[src/rtl/cache_ctrl_fsm.sv]
`timescale 1ns/1ps
`default_nettype none
// ============================================================================
// Module      : cache_ctrl_fsm
// Description : Direct-mapped cache controller FSM. Handles CPU read/write,
//               write-through or write-back policy, block refill/eviction
//               with an internal word counter and a req/ack memory port.
// Revision    : 1.0 - initial release
// ============================================================================
module cache_ctrl_fsm #(
    parameter int WORDS_PER_BLK = 4,
    parameter int CNT_W         = 2,
    parameter int WRITE_BACK    = 0
) (
    input  logic             clk,
    input  logic             reset_n,
    input  logic             cpu_req,
    input  logic             cpu_we,
    input  logic             tag_match,
    input  logic             tag_valid,
    input  logic             tag_dirty,
    input  logic             mem_ack,
    output logic             cpu_ready,
    output logic             mem_req,
    output logic             mem_we,
    output logic [CNT_W-1:0] word_cnt,
    output logic             data_we,
    output logic             data_mux,
    output logic             tag_we,
    output logic             valid_set,
    output logic             dirty_set,
    output logic             dirty_clr,
    output logic             busy
);

    localparam logic [2:0] c_LOOKUP = 3'd0;
    localparam logic [2:0] c_HIT    = 3'd1;
    localparam logic [2:0] c_WTHRU  = 3'd2;
    localparam logic [2:0] c_EVICT  = 3'd3;
    localparam logic [2:0] c_REFILL = 3'd4;
    localparam logic [2:0] c_UPDATE = 3'd5;

    localparam logic [CNT_W-1:0] c_LAST_WORD = CNT_W'(WORDS_PER_BLK - 1);
    localparam logic             c_WB        = (WRITE_BACK != 0);

    logic [2:0]       r_state;
    logic [2:0]       w_state_nxt;
    logic [CNT_W-1:0] r_word_cnt;
    logic             w_hit;
    logic             w_last_ack;

    assign w_hit      = tag_match & tag_valid;
    assign w_last_ack = mem_ack & (r_word_cnt == c_LAST_WORD);
    assign word_cnt   = r_word_cnt;

    always_ff @(posedge clk or negedge reset_n) begin
        if (!reset_n) begin
            r_state <= c_LOOKUP;
        end else begin
            r_state <= w_state_nxt;
        end
    end

    // Counter only moves on accepted words; the power-of-2 block size makes
    // the natural overflow the wrap back to word 0.
    always_ff @(posedge clk or negedge reset_n) begin
        if (!reset_n) begin
            r_word_cnt <= '0;
        end else if (r_state == c_LOOKUP) begin
            r_word_cnt <= '0;
        end else if (((r_state == c_EVICT) || (r_state == c_REFILL)) && mem_ack) begin
            r_word_cnt <= r_word_cnt + CNT_W'(1);
        end
    end

    always_comb begin
        w_state_nxt = r_state;
        cpu_ready   = 1'b0;
        mem_req     = 1'b0;
        mem_we      = 1'b0;
        data_we     = 1'b0;
        data_mux    = 1'b0;
        tag_we      = 1'b0;
        valid_set   = 1'b0;
        dirty_set   = 1'b0;
        dirty_clr   = 1'b0;
        busy        = 1'b1;

        case (r_state)
            c_LOOKUP: begin
                busy = 1'b0;
                if (cpu_req) begin
                    if (w_hit) begin
                        w_state_nxt = c_HIT;
                    end else if (c_WB && tag_valid && tag_dirty) begin
                        w_state_nxt = c_EVICT;
                    end else begin
                        w_state_nxt = c_REFILL;
                    end
                end
            end
            c_HIT: begin
                cpu_ready   = 1'b1;
                w_state_nxt = c_LOOKUP;
                if (cpu_we) begin
                    data_we = 1'b1;
                    if (c_WB) begin
                        dirty_set = 1'b1;
                    end else begin
                        w_state_nxt = c_WTHRU;
                    end
                end
            end
            c_WTHRU: begin
                mem_req = 1'b1;
                mem_we  = 1'b1;
                if (mem_ack) begin
                    w_state_nxt = c_LOOKUP;
                end
            end
            c_EVICT: begin
                mem_req = 1'b1;
                mem_we  = 1'b1;
                if (w_last_ack) begin
                    w_state_nxt = c_REFILL;
                end
            end
            c_REFILL: begin
                mem_req  = 1'b1;
                data_mux = 1'b1;
                data_we  = mem_ack;
                if (w_last_ack) begin
                    w_state_nxt = c_UPDATE;
                end
            end
            c_UPDATE: begin
                tag_we      = 1'b1;
                valid_set   = 1'b1;
                dirty_clr   = c_WB;
                w_state_nxt = c_LOOKUP;
            end
            default: begin
                w_state_nxt = c_LOOKUP;
            end
        endcase
    end

endmodule
`default_nettype wire

[config.mk]
export PLATFORM = sky130hd
export DESIGN_NAME = cache_ctrl_fsm
export DESIGN_NICKNAME = d
export VERILOG_FILES = /design/src/rtl/cache_ctrl_fsm.sv
export SDC_FILE = /design/constraint.sdc
export NUM_CORES = 1
export LEC_CHECK = 0
export ABC_AREA = 1
export ABC_CLOCK_PERIOD_IN_PS = 1100
export CORE_UTILIZATION = 28
export DETAILED_ROUTE_END_ITERATION = 10
export PLACE_DENSITY = 0.65
export SLEW_MARGIN = 20
export SYNTH_ARGS = -nofsm -noshare
export SYNTH_HDL_FRONTEND = slang
export SYNTH_SLANG_ARGS = --single-unit
[constraint.sdc]
create_clock -name clk -period 1.1 [get_ports clk]
set_input_delay 0.11 -clock clk [delete_from_list [all_inputs] [get_ports clk]]
set_output_delay 0.11 -clock clk [all_outputs]
set_load 0.1 [all_outputs]
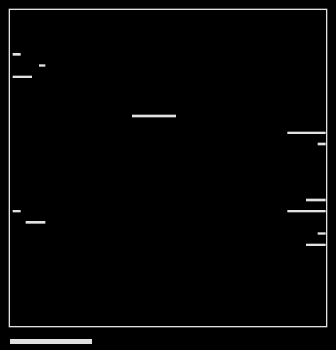
met3.png
Bar = 10 um.
wire length on this layer: 25.1 um
longest straight run: 5.10 um
main direction: horizontal
share of all routed wire: 1.7%

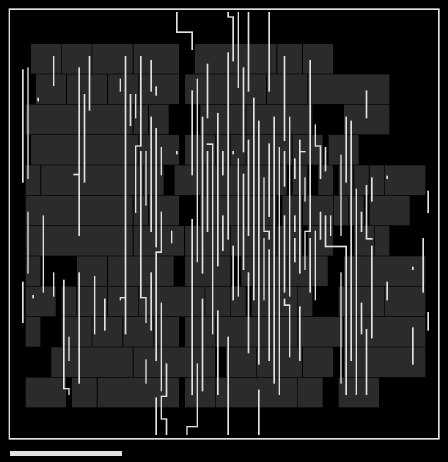
met2.png
Bar = 10 um. Cells faint in the background.
nets with wire on the layer: 91
longest straight run: 24.8 um
main direction: vertical
wire length on this layer: 804 um
share of all routed wire: 55%

==> qor.txt <==
area of the core - 1170 sq um
final setup fails - 13
Reg2Reg Setup Slack - -0.24 ns
Synth area leader - dfrtp_1
failing checks - setup timing
max-cap violation count - 0
first-pass GRT wire length - 1.99 mm
area share, top type - 33.8%
outcome - finished with violations
YS chip area - 370 sq um
ratio of cells with drive above 1 in the final layout - 70.1%
critical path depth - 5
Placement Setup Slack - -0.126 ns
TritonRoute pass-1 iters - 4
filler-free cell count of the finished design - 111
final setup margin - -0.341 ns
I/O Pins - 20
RD Place Congestion - 0.813
clk ins delay skew pair - 0.24 ns
chip area - 1470 sq um
final core utilization - 86.2%
# Cells Yosys - 54
## flip-flops by register name (all words and copies together), names as in the netlist
signal / count
r_state: 3
word_cnt: 2
## Yosys cell counts (all sizes together)
master	instances
ha	1
buf	3
nor3	2
nand3	8
nand3b	1
nand2	22
conb	1
inv	6
nor2	3
dfrtp	5
o21ai	2
## cell usage in the layout, fill, tap and decap left out
master	n
buf_12	10
buf_4	18
buf_6	7
clkbuf_1	1
clkbuf_4	3
clkdlybuf4s50_1	6
clkinvlp_4	1
conb_1	2
dfrtp_1	1
dfrtp_2	4
ha_1	1
inv_1	1
inv_2	2
inv_4	2
nand2_1	11
nand2_2	5
nand2_4	4
nand2_8	2
nand3_1	3
nand3_2	5
nand3b_1	1
nor2_1	1
nor2_4	2
nor3_4	2
o21ai_1	1
o21ai_4	1
## routing by layer
layer / share of wire (%) / global-route usage, % / up-vias
li1: - / - / 254
met1: 42 / 24.1 / 234
met2: 55 / 38.6 / 13
met3: 1.7 / 0 / 2
met4: 1.3 / 7.76 / 0
met5: 0 / 0 / -
## logic make-up (layout without fill, tap and decap cells)
group	after synthesis	after routing	synth area share [%]
adders and majority gates	1	1	3.38
DFF	5	5	33.8
buffers and inverters	9	51	12.2
AOI/OAI and AO/OA	2	2	2.70
other	1	2	1.01
and+or+nand+nor	36	36	47.0
## timing repair
item | in CTS | in global routing
pin swaps | 3 | 3
hold buffers | 0 | 0
buffers inserted | 7 | 2
resized | 13 | 8
setup endpoints to repair | 13 | 13
## layout make-up
| class | count | area (sq um) | share of cell area (%) |
|---|---|---|---|
| multi-input cells | 41 | 330 | 32.7 |
| inverters | 6 | 31.3 | 3.10 |
| repair buffers | 41 | 474 | 47.0 |
| flip-flops and latches | 5 | 130 | 12.9 |
| clock buffers | 4 | 26.3 | 2.60 |
| well taps | 14 | 17.5 | 1.73 |
